### Metal 2

Drawn at 4 px/um.
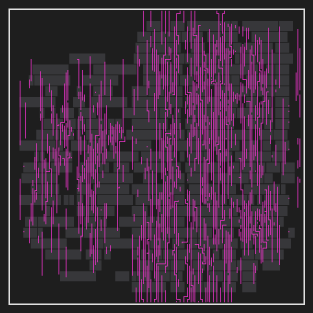
### Cell classes on the final placement

Drawn at 4 px/um. Fill, decap, tap and diode cells in grey.
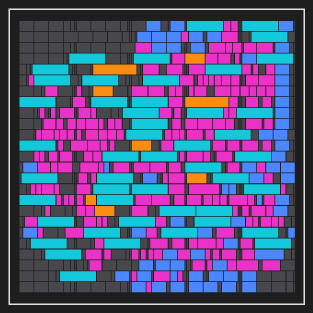
### Pin map

Drawn at 4 px/um. Pins as bars across the die edge, other pins in grey.
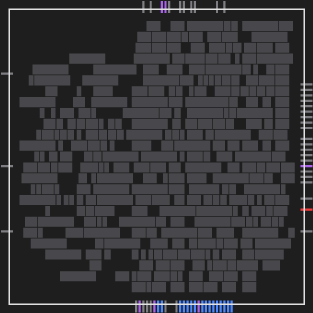
### Routed clock nets over the placement

Drawn at 8 px/um.
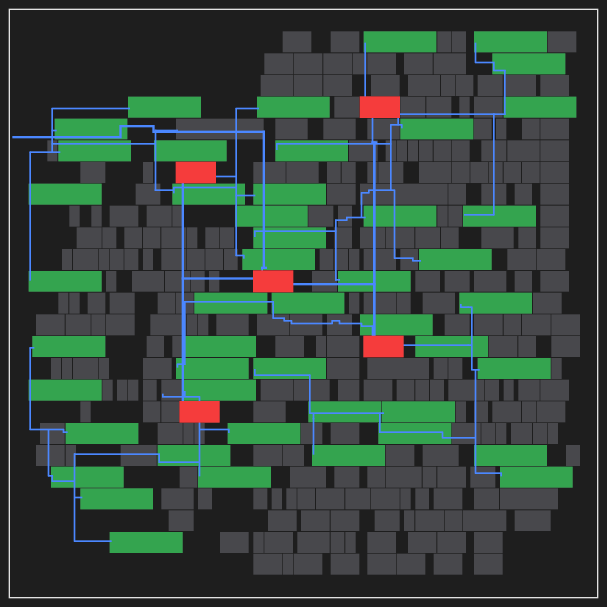
### Clock nets

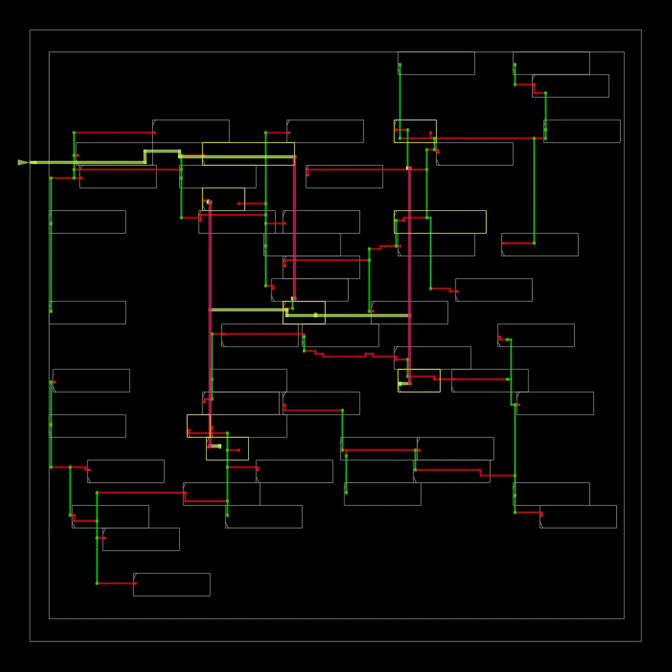
## src/rtl/z16_mmio_io.sv

```systemverilog
// Z16 MMIO responder: LED register, debounced button with sticky press flag and a
// prescaled free-running timer, mapped at 0x007A/0x007C/0x007E on the data bus.
module z16_mmio_io #(
    parameter int unsigned DEBOUNCE_CYCLES = 50000,
    parameter int unsigned PRESCALE        = 27,
    parameter bit          BTN_ACTIVE_LOW  = 1'b1
) (
    input  logic        i_clk,
    input  logic        i_rst_n,
    input  logic [15:0] i_addr,
    input  logic        i_wen,
    input  logic        i_ren,
    input  logic [15:0] i_wdata,
    output logic [15:0] o_rdata,
    output logic        o_hit,
    input  logic        i_button,
    output logic [5:0]  o_led
);

    localparam logic [15:0] AddrLed   = 16'h007A;
    localparam logic [15:0] AddrBtn   = 16'h007C;
    localparam logic [15:0] AddrTimer = 16'h007E;

    localparam int unsigned CntW = (DEBOUNCE_CYCLES > 1) ? $clog2(DEBOUNCE_CYCLES) : 1;
    localparam int unsigned PsW  = (PRESCALE > 1) ? $clog2(PRESCALE) : 1;
    localparam logic [CntW-1:0] CntMax = CntW'(DEBOUNCE_CYCLES - 1);
    localparam logic [PsW-1:0]  PsMax  = PsW'(PRESCALE - 1);

    // Address decode
    logic sel_led;
    logic sel_btn;
    logic sel_timer;

    assign sel_led   = (i_addr == AddrLed);
    assign sel_btn   = (i_addr == AddrBtn);
    assign sel_timer = (i_addr == AddrTimer);
    assign o_hit     = sel_led | sel_btn | sel_timer;

    // State
    logic [5:0]      led_q, led_d;
    logic            sync1_q, sync2_q;
    logic            btn_db_q, btn_db_d;
    logic [CntW-1:0] cnt_q, cnt_d;
    logic            press_evt_q, press_evt_d;
    logic [15:0]     timer_q, timer_d;
    logic [PsW-1:0]  ps_q, ps_d;

    logic btn_norm;
    logic btn_sync;
    logic accept;
    logic tick;

    logic unused_wdata;
    assign unused_wdata = ^i_wdata[15:6];

    // Polarity is normalised before the synchroniser so that reset value 0 means released.
    assign btn_norm = i_button ^ BTN_ACTIVE_LOW;
    assign btn_sync = sync2_q;

    always_ff @(posedge i_clk or negedge i_rst_n) begin
        if (!i_rst_n) begin
            sync1_q <= 1'b0;
            sync2_q <= 1'b0;
        end else begin
            sync1_q <= btn_norm;
            sync2_q <= sync1_q;
        end
    end

    // Debounce: accept a new level only after DEBOUNCE_CYCLES consecutive mismatches.
    always_comb begin
        btn_db_d = btn_db_q;
        cnt_d    = cnt_q;
        accept   = 1'b0;
        if (btn_sync == btn_db_q) begin
            cnt_d = '0;
        end else if (cnt_q == CntMax) begin
            btn_db_d = btn_sync;
            cnt_d    = '0;
            accept   = 1'b1;
        end else begin
            cnt_d = cnt_q + CntW'(1);
        end
    end

    // A press accepted on the same edge as a clearing load wins.
    always_comb begin
        press_evt_d = press_evt_q;
        if (accept && btn_sync) begin
            press_evt_d = 1'b1;
        end else if (i_ren && sel_btn) begin
            press_evt_d = 1'b0;
        end
    end

    assign tick = (ps_q == PsMax);

    always_comb begin
        timer_d = timer_q;
        ps_d    = ps_q;
        if (i_wen && sel_timer) begin
            timer_d = i_wdata;
            ps_d    = '0;
        end else begin
            ps_d    = tick ? '0 : ps_q + PsW'(1);
            timer_d = timer_q + 16'(tick);
        end
    end

    always_comb begin
        led_d = led_q;
        if (i_wen && sel_led) begin
            led_d = i_wdata[5:0];
        end
    end

    always_ff @(posedge i_clk or negedge i_rst_n) begin
        if (!i_rst_n) begin
            led_q       <= '0;
            btn_db_q    <= 1'b0;
            cnt_q       <= '0;
            press_evt_q <= 1'b0;
            timer_q     <= '0;
            ps_q        <= '0;
        end else begin
            led_q       <= led_d;
            btn_db_q    <= btn_db_d;
            cnt_q       <= cnt_d;
            press_evt_q <= press_evt_d;
            timer_q     <= timer_d;
            ps_q        <= ps_d;
        end
    end

    assign o_led = led_q;

    always_comb begin
        o_rdata = 16'h0000;
        case (i_addr)
            AddrLed:   o_rdata = {10'b0, led_q};
            AddrBtn:   o_rdata = {14'b0, press_evt_q, btn_db_q};
            AddrTimer: o_rdata = timer_q;
            default:   o_rdata = 16'h0000;
        endcase
    end

endmodule

```

## config.mk

```make
export PLATFORM = sky130hd
export DESIGN_NAME = z16_mmio_io
export DESIGN_NICKNAME = d
export VERILOG_FILES = /design/src/rtl/z16_mmio_io.sv
export SDC_FILE = /design/constraint.sdc
export NUM_CORES = 1
export LEC_CHECK = 0
export CORE_MARGIN = 2
export CORE_UTILIZATION = 54
export CTS_BUF_LIST = sky130_fd_sc_hd__clkbuf_4 sky130_fd_sc_hd__clkbuf_8 sky130_fd_sc_hd__clkbuf_16
export CTS_CLUSTER_DIAMETER = 40
export CTS_CLUSTER_SIZE = 40
export DETAILED_ROUTE_END_ITERATION = 10
export GPL_TIMING_DRIVEN = 0
export PLACE_DENSITY = 0.93
export SLEW_MARGIN = 15
export SYNTH_ARGS = -nofsm -noshare
export SYNTH_HDL_FRONTEND = slang
export SYNTH_SLANG_ARGS = --single-unit
export TNS_END_PERCENT = 5
```

## constraint.sdc

```tcl
create_clock -name i_clk -period 3.75 [get_ports i_clk]
set_input_delay 0.5625 -clock i_clk [delete_from_list [all_inputs] [get_ports i_clk]]
set_output_delay 0.5625 -clock i_clk [all_outputs]
set_load 0.005 [all_outputs]
```

==> results.txt <==
The synthesis and PnR run went through. The tree is rooted in a clkbuf_8. The design draws 1.247 mW. Number of standard cells reported by yosys landed at 248. The via count of the first global-routing pass was 2297.

Tap insertion was completed with 54 tapcells. Yosys reported a register bit count of 47. Tally of max-capacitance violations landed at 0. Largest fanout on the critical path landed at 8. Number of non-clock buffers in the layout landed at 64.

Total of clock buffers placed in the layout landed at 5. The run finished with clean final reports. Data arrival at the endpoint of the critical path landed at 2840 ps. Of the combinational cells, the family taking the most area is simple AND/OR/NAND/NOR gates. Power attributed to combinational cells is 0.202 mW. Per the synthesis report, the dominant area consumer among library cells is dfrtp_1.

STA classifies the critical path endpoint as a primary output. The congestion estimate from routability-driven global placement came to 0.8416. Compound-gate portion of the synthesized area landed at 0.02408. The tightest min-delay check is of the in2async type. Total instance count after detailed placement landed at 361.

The class occupying the most area after layout is reported as multi-input combinational cells. Count of port buffers added during placement landed at 58. Share of the cycle needed by the critical path after routing landed at 0.9064. Per the STA report, the cell with the highest stage delay on the worst path is clkdlybuf4s50_1. Pins over their slew limit in the final report were tallied at 0. Cell count after synthesis landed at 248. Logic area landed at 1365 um2. Across all checked pins, the minimum headroom to the slew limit is 0.6317. Aggregate negative setup slack landed at 0 ps. The dominant power group in this design is registers. Total tool warning count landed at 28. According to the dpl log, the detail-placed design has an HPWL of 4474 um. After detailed routing, the average wire length per cell comes to 17.00 um. Per the cell usage report, the commonest logic cells after layout are clkdlybuf4s50_1 (57), dfrtp_1 (47), nor2_1 (26).

Total global-route track usage landed at 0.2495. Summed over all layers, the global routing overflow is 0. Yosys chip area landed at 2597 um2. Layout overhead on the synthesized area landed at 30.78%. After synthesis the cells add up to 2597 um2. Top-level I/O count landed at 60.

Looking at the setup timing report, the critical path kind is in2out. Peak supply drop landed at 0.2020 mV. The main area contributors are dfrtp_1 (45%), mux2_2 (11%), xnor2_1 (5.7%).
## Picture notes: 'Metal 2'
- main direction: vertical
- wire length on this layer: 3400 um
final wirelength: 6273 um
Vias: 2187
Global Route met2 Usage: 0.4745

## Picture notes: 'Cell classes on the final placement'
- flops: cyan (cells 47; share of their area 35%)
- combinational and other logic: magenta (cells 196; share of their area 42%)
- other buffers and delay cells: blue (cells 64; share of their area 19%)
- clock drivers and dummy loads: orange (cells 8; share of their area 4.1%)
core region area: 4692 um2
utilization after layout: 0.7240
Row Count: 25
sequential cell area share: 0.3462

## Picture notes: 'Pin map'
- `i_wen`: red (pins 1; direction input; edge right)
- `o_led`: purple (pins 6; direction output; edge 3 bottom, 2 top, 1 right)
- `i_addr`: blue (pins 16; direction input; edge bottom)
- all pins by edge: 25 bottom, 21 right, 11 top, 3 left
vertical die dimension: 73.36 um
die extent in x: 73.36 um

## Picture notes: 'Routed clock nets over the placement'
- flip-flops: green (count 47)
- clock drivers: red (count 5)
- clock wires: blue (length 564 um)
- routed clock nets: 6
- flops lie: spread over the die
part of the total power dissipated in the clock network: 0.357
worst setup skew after layout: 15.52 ps
worst-skew pair later-pin latency: 310 ps

## Picture notes: 'Clock nets'
TritonCTS Buffers: 5
number of sequential cells in the layout: 47

-- final timing paths --
| check | startpoint | end | slack [ps] | cells after the start |
|---|---|---|---|---|
| setup / recovery | i_addr[7] | o_rdata[10] | 350 | 6 |
| hold / removal | i_rst_n | ps_q[2]$_DFF_PN0_ | 220 | 1 |
| setup reg to reg | ps_q[0]$_DFF_PN0_ | timer_q[15]$_DFF_PN0_ | 730 | 9 |
| hold reg to reg | sync1_q$_DFF_PN0_ | btn_sync$_DFF_PN0_ | 360 | 0 |
| max in group asynchronous | i_rst_n | o_led[3]$_DFFE_PN0P_ | 3000 | 2 |
| min in group i_clk | sync1_q$_DFF_PN0_ | btn_sync$_DFF_PN0_ | 360 | 0 |
-- per-layer routing --
| layer | GRT usage | up-vias | wire length [um] |
|---|---|---|---|
| met1 | 0.2658 | 1076 | 2423 |
| met2 | 0.4745 | 71 | 3395 |
| met3 | 0.03704 | 22 | 249 |
| met4 | 0.1212 | 0 | 204 |
| li1 | - | 1018 | - |
| met5 | 0 | - | 0 |
-- per-stage QoR --
| stage | hold slack [ps] | util | area (um2) |
|---|---|---|---|
| floorplan | 266.9 | - | 2597 |
| global placement | 332.3 | 0.6917 | 3246 |
| detailed placement | 345.1 | 0.6949 | 3261 |
| CTS | 234.8 | 0.7240 | 3397 |
| global route | 270.0 | 0.7240 | 3397 |
| finish | 222.6 | 0.7240 | 3397 |
-- flip-flops by register name, indices dropped and copies added, names as in the netlist --
| signal | cells |
|---|---|
| ps_q | 5 |
| press_evt_q | 1 |
| btn_sync | 1 |
| sync1_q | 1 |
| btn_db_q | 1 |
| cnt_q | 16 |
| timer_q | 16 |
| o_led | 6 |
-- critical path, delay by kind of cell --
| kind | cells | cell delay (ps) |
|---|---|---|
| and+or+nand+nor | 4 | 1330 |
| buffers and inverters | 2 | 940 |
Power and IR drop assume default switching activity.
